<file path="src/rtl/reg_bank_pkg.sv">
// Shared types and constants for the register bank reader and its storage.
package reg_bank_pkg;

    localparam int DATA_W           = 8;
    localparam int DEFAULT_NUM_REGS = 8;
    localparam int DEFAULT_AW       = 3;

    typedef enum logic {
        ST_IDLE,
        ST_DUMP
    } state_t;

    // Smallest address width (at least 1) that can index numRegs entries.
    function automatic int calcAw(input int numRegs);
        int w;
        w = 1;
        while ((1 << w) < numRegs) w++;
        return w;
    endfunction

endpackage

</file>
<file path="src/rtl/reg_bank_reader_if.sv">
// Write port plus read request / response channel of the register bank reader.
// REG_BANK_READER_PARITY_EN adds the RspParity response bit.
interface reg_bank_reader_if
    import reg_bank_pkg::*;
#(
    parameter int AW = DEFAULT_AW
);

    logic              WriteEnable;
    logic [AW-1:0]     WrAddr;
    logic [DATA_W-1:0] D;
    logic              RdReqValid;
    logic              RdReqReady;
    logic [AW-1:0]     RdAddr;
    logic              DumpStart;
    logic              DumpBusy;
    logic              RspValid;
    logic              RspReady;
    logic [DATA_W-1:0] RspData;
    logic [AW-1:0]     RspAddr;
    logic              RspErr;
`ifdef REG_BANK_READER_PARITY_EN
    logic              RspParity;
`endif

    modport master (
        output WriteEnable, WrAddr, D, RdReqValid, RdAddr, DumpStart, RspReady,
        input  RdReqReady, DumpBusy, RspValid, RspData, RspAddr, RspErr
`ifdef REG_BANK_READER_PARITY_EN
        , input RspParity
`endif
    );

    modport slave (
        input  WriteEnable, WrAddr, D, RdReqValid, RdAddr, DumpStart, RspReady,
        output RdReqReady, DumpBusy, RspValid, RspData, RspAddr, RspErr
`ifdef REG_BANK_READER_PARITY_EN
        , output RspParity
`endif
    );

endinterface

</file>
<file path="src/rtl/reg_bank_storage.sv">
// Entry array with one write port and a combinational, write-first read mux.
module reg_bank_storage
    import reg_bank_pkg::*;
#(
    parameter int NUM_REGS = DEFAULT_NUM_REGS,
    parameter int AW       = calcAw(NUM_REGS)
) (
    input  logic              CLK,
    input  logic              RST,
    input  logic              WriteEnable,
    input  logic [AW-1:0]     WrAddr,
    input  logic [DATA_W-1:0] D,
    input  logic [AW-1:0]     RdAddr,
    output logic [DATA_W-1:0] RdData,
    output logic              RdErr
);

    // One extra bit so NUM_REGS == 2**AW still fits in the bound.
    localparam logic [AW:0] LIMIT = (AW+1)'(NUM_REGS);

    logic [DATA_W-1:0] entries [NUM_REGS];
    logic              wrInRange;
    logic              rdInRange;

    assign wrInRange = {1'b0, WrAddr} < LIMIT;
    assign rdInRange = {1'b0, RdAddr} < LIMIT;

    always_ff @(posedge CLK or posedge RST) begin
        if (RST) begin
            for (int i = 0; i < NUM_REGS; i++) begin
                entries[i] <= '0;
            end
        end else if (WriteEnable && wrInRange) begin
            entries[WrAddr] <= D;
        end
    end

    // A same-edge write to the addressed entry wins over the stored value.
    always_comb begin
        RdData = '0;
        RdErr  = !rdInRange;
        if (rdInRange) begin
            if (WriteEnable && (WrAddr == RdAddr)) begin
                RdData = D;
            end else begin
                RdData = entries[RdAddr];
            end
        end
    end

endmodule

</file>
<file path="src/rtl/reg_bank_reader.sv">
// Register bank with single-read and full-dump responder on a valid/ready channel.
// REG_BANK_READER_PARITY_EN registers even parity of the response data into RspParity.
module reg_bank_reader
    import reg_bank_pkg::*;
#(
    parameter int NUM_REGS = DEFAULT_NUM_REGS,
    parameter int AW       = calcAw(NUM_REGS)
) (
    input  logic           CLK,
    input  logic           RST,
    reg_bank_reader_if.slave bus
);

    state_t            state;
    state_t            nextState;
    logic [AW-1:0]     dumpIdx;
    logic [AW-1:0]     rdSel;
    logic [DATA_W-1:0] rdData;
    logic              rdErr;
    logic              slotFree;
    logic              slotLoad;
    logic              rdReady;
    logic              lastIdx;

    logic              rspValid;
    logic [DATA_W-1:0] rspData;
    logic [AW-1:0]     rspAddr;
    logic              rspErr;

    reg_bank_storage #(
        .NUM_REGS (NUM_REGS),
        .AW       (AW)
    ) storage (
        .CLK         (CLK),
        .RST         (RST),
        .WriteEnable (bus.WriteEnable),
        .WrAddr      (bus.WrAddr),
        .D           (bus.D),
        .RdAddr      (rdSel),
        .RdData      (rdData),
        .RdErr       (rdErr)
    );

    assign slotFree = !rspValid || bus.RspReady;
    assign lastIdx  = (dumpIdx == AW'(NUM_REGS - 1));

    // DumpStart takes priority over a same-cycle read request in IDLE.
    always_comb begin
        nextState = state;
        slotLoad  = 1'b0;
        rdReady   = 1'b0;
        rdSel     = bus.RdAddr;
        case (state)
            ST_IDLE: begin
                rdReady  = !RST && slotFree && !bus.DumpStart;
                slotLoad = bus.RdReqValid && rdReady;
                if (bus.DumpStart) begin
                    nextState = ST_DUMP;
                end
            end
            ST_DUMP: begin
                rdSel    = dumpIdx;
                slotLoad = slotFree;
                if (slotFree && lastIdx) begin
                    nextState = ST_IDLE;
                end
            end
            default: nextState = ST_IDLE;
        endcase
    end

    always_ff @(posedge CLK or posedge RST) begin
        if (RST) begin
            state <= ST_IDLE;
        end else begin
            state <= nextState;
        end
    end

    always_ff @(posedge CLK or posedge RST) begin
        if (RST) begin
            dumpIdx <= '0;
        end else if (state == ST_IDLE) begin
            dumpIdx <= '0;
        end else if (slotLoad) begin
            dumpIdx <= dumpIdx + 1'b1;
        end
    end

    // The slot only changes on a load; otherwise a pending beat holds its payload.
    always_ff @(posedge CLK or posedge RST) begin
        if (RST) begin
            rspValid <= 1'b0;
            rspData  <= '0;
            rspAddr  <= '0;
            rspErr   <= 1'b0;
        end else if (slotLoad) begin
            rspValid <= 1'b1;
            rspData  <= rdData;
            rspAddr  <= rdSel;
            rspErr   <= rdErr;
        end else if (bus.RspReady) begin
            rspValid <= 1'b0;
        end
    end

`ifdef REG_BANK_READER_PARITY_EN
    logic rspParity;

    always_ff @(posedge CLK or posedge RST) begin
        if (RST) begin
            rspParity <= 1'b0;
        end else if (slotLoad) begin
            rspParity <= ^rdData;
        end
    end

    assign bus.RspParity = rspParity;
`endif

    assign bus.RdReqReady = rdReady;
    assign bus.DumpBusy   = (state == ST_DUMP);
    assign bus.RspValid   = rspValid;
    assign bus.RspData    = rspData;
    assign bus.RspAddr    = rspAddr;
    assign bus.RspErr     = rspErr;

endmodule

</file>
<file path="src/flat_wrapper.sv">
// flat-port wrapper written by rule: the top's interface ports become plain ports
module reg_bank_reader_flat import reg_bank_pkg::*;
#(
    parameter int NUM_REGS = DEFAULT_NUM_REGS,
    parameter int AW       = calcAw(NUM_REGS)
)
  (CLK, RST, bus_WriteEnable, bus_WrAddr, bus_D, bus_RdReqValid, bus_RdAddr, bus_DumpStart, bus_RspReady, bus_RdReqReady, bus_DumpBusy, bus_RspValid, bus_RspData, bus_RspAddr, bus_RspErr);
  reg_bank_reader_if #(.AW(AW)) bus_i ();
  input  logic CLK;
  input  logic RST;
  input wire logic [$bits(bus_i.WriteEnable)-1:0] bus_WriteEnable;
  input wire logic [$bits(bus_i.WrAddr)-1:0] bus_WrAddr;
  input wire logic [$bits(bus_i.D)-1:0] bus_D;
  input wire logic [$bits(bus_i.RdReqValid)-1:0] bus_RdReqValid;
  input wire logic [$bits(bus_i.RdAddr)-1:0] bus_RdAddr;
  input wire logic [$bits(bus_i.DumpStart)-1:0] bus_DumpStart;
  input wire logic [$bits(bus_i.RspReady)-1:0] bus_RspReady;
  output wire logic [$bits(bus_i.RdReqReady)-1:0] bus_RdReqReady;
  output wire logic [$bits(bus_i.DumpBusy)-1:0] bus_DumpBusy;
  output wire logic [$bits(bus_i.RspValid)-1:0] bus_RspValid;
  output wire logic [$bits(bus_i.RspData)-1:0] bus_RspData;
  output wire logic [$bits(bus_i.RspAddr)-1:0] bus_RspAddr;
  output wire logic [$bits(bus_i.RspErr)-1:0] bus_RspErr;
  assign bus_i.WriteEnable = bus_WriteEnable;
  assign bus_i.WrAddr = bus_WrAddr;
  assign bus_i.D = bus_D;
  assign bus_i.RdReqValid = bus_RdReqValid;
  assign bus_i.RdAddr = bus_RdAddr;
  assign bus_i.DumpStart = bus_DumpStart;
  assign bus_i.RspReady = bus_RspReady;
  assign bus_RdReqReady = bus_i.RdReqReady;
  assign bus_DumpBusy = bus_i.DumpBusy;
  assign bus_RspValid = bus_i.RspValid;
  assign bus_RspData = bus_i.RspData;
  assign bus_RspAddr = bus_i.RspAddr;
  assign bus_RspErr = bus_i.RspErr;
  reg_bank_reader #(.NUM_REGS(NUM_REGS), .AW(AW)) u_core (.CLK(CLK), .RST(RST), .bus(bus_i));
endmodule
</file>
<file path="config.mk">
export PLATFORM = sky130hd
export DESIGN_NAME = reg_bank_reader_flat
export DESIGN_NICKNAME = d
export VERILOG_FILES = /design/src/rtl/reg_bank_pkg.sv /design/src/rtl/reg_bank_reader_if.sv /design/src/rtl/reg_bank_storage.sv /design/src/rtl/reg_bank_reader.sv /design/src/flat_wrapper.sv
export SDC_FILE = /design/constraint.sdc
export NUM_CORES = 1
export LEC_CHECK = 0
export CAP_MARGIN = 5
export CELL_PAD_IN_SITES_DETAIL_PLACEMENT = 0
export CELL_PAD_IN_SITES_GLOBAL_PLACEMENT = 1
export CORE_MARGIN = 2
export CORE_UTILIZATION = 51
export CTS_BUF_LIST = sky130_fd_sc_hd__clkbuf_4
export DETAILED_ROUTE_END_ITERATION = 7
export PLACE_DENSITY = 0.86
export SLEW_MARGIN = 20
export SYNTH_ARGS = -nofsm -noshare
export SYNTH_HDL_FRONTEND = slang
export SYNTH_SLANG_ARGS = --single-unit
</file>
<file path="constraint.sdc">
create_clock -name CLK -period 3.5 [get_ports CLK]
set_input_delay 0.525 -clock CLK [delete_from_list [all_inputs] [get_ports CLK]]
set_output_delay 0.525 -clock CLK [all_outputs]
set_load 0.005 [all_outputs]
</file>
==> Changelog: implementation <==
### Implementation results

- Area of the multi-input gates: about 1900 um^2
- Final-report hold violation count: 0
- Yosys stat chip area: 4060 um^2
- Outcome: completed
- Antenna cells: 0
- Synth cell count leaders: dfrtp_1, mux2_2, nand2_1, a21oi_1, o21ai_0
- Router iterations before antenna repair: 5
- Dpl cells: roughly 500
- WP buf/inv: 2
- Routed WL per cell: between 20 and 25 um
- Vias per cell: 6.26
- Hold buffer count at cts: 0
- IO Pins: 35
- Tool Warnings: 26
- Crit path launch type: input pin
- Die height: just over 90 um
- Final min period: approximately 2.6 ns
- Mux cell area share after synthesis: 0.182
- Cells after synthesis: roughly 370
- Ao+oa area frac: 0.166
- Drt initial violations: 213
- Syn Std Cell Area: 4060 um^2
- FMAX: approximately 380 MHz
- Cell Pwr Density: approximately 780 nW/um^2
- Mean post-synth cell area: between 10 and 15 um^2
- Top cell type by instance count after synthesis: dfrtp_1
- Synth logic family: multiplexers
- Hold Path Class: reg2reg
- Setup WS pre-CTS: 0.739 ns
- Root buffer cell: clkbuf_4
- Final instance count without filler cells: approximately 520
- Post-synth top area cell: dfrtp_1
- Synth Area in XOR/XNOR: 0.00864
- Top cell excl fill/tap: dfrtp_1
- First-pass GRT wire length: 17400 um
- Arr. time, crit path: 2.11 ns
- Worst-path clk slew: between 0.1 and 0.15 ns
- Fp util: 0.525
- Yosys warns: 0
- Final antenna-violating net count: 0
- Fillcell total: between 600 and 700
- Ys async rst share: 1.00
- Number of enable flip-flop cells: 0
- Worst hold slack: between 0.4 and 0.5 ns
- Worst-margin pin slew: 0.930 ns
- Area delta synth->final: 15.3%
- Basic Gates by Area: 0.104
- Synth top area share: 0.494
- Hpwl dp: 7180 um
- Slew Viols, Final: 0
- FF+latch count, synth: approximately 80
- Ys flop type: dfrtp_1
- Core area: 7730 um^2
- Most numerous logic cells after layout: dfrtp_1, mux2_2, nand2_1
- Crit Path Max Fanout: 9
- Max Cap Viol: 0
- DRC Markers: 0
- Fraction of layout cells with a size suffix above 1: 0.245
- Initial antenna violation count: 0
- Seq share, synth: 0.494
-- power by group --
part / internal [uW] / total (uW) / leakage [uW] / switching, uW
logic: 751 / 1620 / 0.000896 / 871
clock network: 306 / 639 / 0.0000871 / 334
registers: 1170 / 1370 / 0.000965 / 198
total: 2230 / 3630 / 0.00195 / 1400
-- sequential cells by signal, indices dropped and copies added (netlist names) --
name	cells
u_core.bus.DumpBusy	1
u_core.dumpIdx	3
u_core.bus.RspAddr	3
u_core.bus.RspData	8
u_core.bus.RspValid	1
u_core.storage.entries	64
-- routing by layer --
layer  GRT usage  share of wire  up-vias
met5           0              0        -
met4       0.104          0.019        0
met2       0.420           0.48      118
met3      0.0451          0.057       18
li1            -              -     1442
met1       0.371           0.45     1644
-- worst paths after layout --
path | from | endpoint | slack (ns) | cells after the start
min reg2reg | u_core.storage.entries[0] | u_core.storage.entries[0] | 0.50 | 2
max reg2reg | u_core.bus.DumpBusy | u_core.bus.RspData[2] | 0.98 | 6
max in group asynchronous | RST | u_core.bus.RspData[7] | 2.20 | 3
max | bus_RspReady | bus_RdReqReady | 0.86 | 4
min in group asynchronous | RST | u_core.bus.RspData[1] | 0.56 | 2
min | u_core.storage.entries[0] | u_core.storage.entries[0] | 0.50 | 2
-- worst register-to-register path: stages (launching register included) --
cell and delay [ns]:
dfrtp_1 0.69, buf_4 0.34, mux2_4 0.39, xnor2_1 0.15
and4_1 0.31, nand2b_4 0.24, o311ai_2 0.32
-- cell type report --
cell class,count,area share
Clock inverter,5,0.0174
Sequential cell,80,0.428
Multi-Input combinational cell,259,0.406
Tap cell,102,0.0273
Timing Repair Buffer,49,0.0963
Clock buffer,11,0.0177
Inverter,9,0.00749
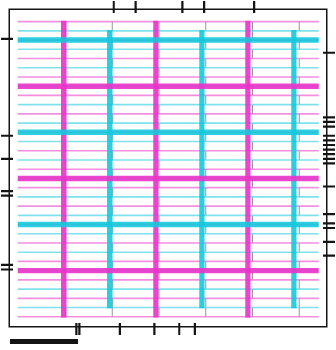
*Supply network*
The bar under the picture is 20 um long. Pins as bars on the die edge. Tap cells in grey.
| colour | net |
|---|---|
| cyan | VDD |
| magenta | VSS |
rows: 32
tap cells: 102

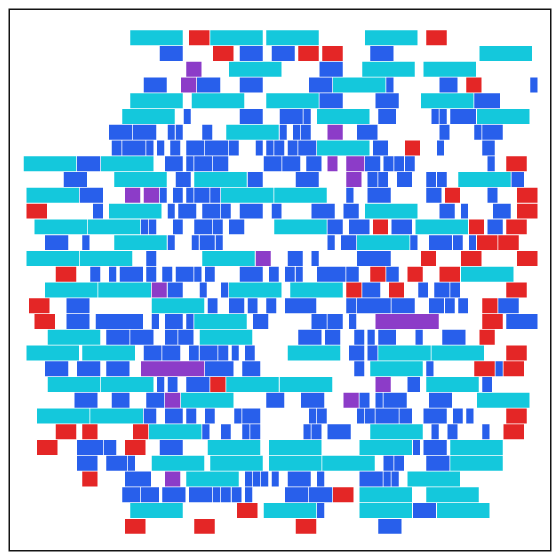
*Placement by cell class*
| colour | class | cells |
|---|---|---|
| purple | clock drivers and dummy loads | 16 |
| red | remaining buffers and delay cells | 49 |
| cyan | registers | 80 |
| blue | remaining logic cells | 268 |
Layout Cell Area excl Fill: 4680 um^2
fraction of area in registers: 0.428
Util after Layout: 0.605
Rows: 32

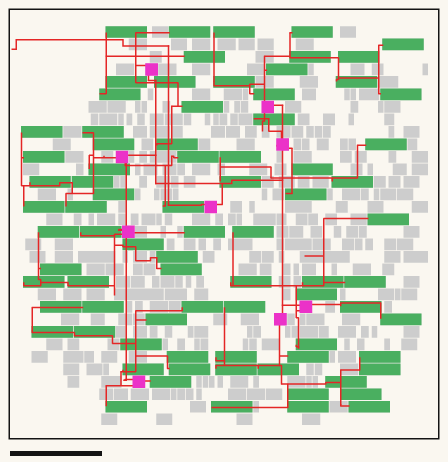
*Clock network drawn from the DEF*
The bar under the picture is 20 um long.
[green] flip-flops | count: 80
[red] clock wires | length: 986 um
[magenta] clock-net drivers | count: 9
flops lie: widely spread
Clock Power Share: 0.176
clock latency on the worst-skew pair: 0.45 ns

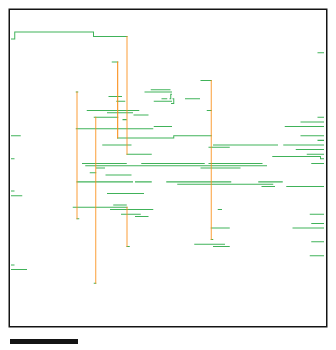
*Metal layers overlaid*
The bar under the picture is 20 um long. Two of the layers only.
| colour | layer | wire length |
|---|---|---|
| orange | M4 | 202 um |
| green | M3 | 602 um |
final wirelength: 10600 um
GR Util All Layers: 0.267
routed via count: 3222

Power figures rest on the tool's default switching activity, not on a simulated workload.
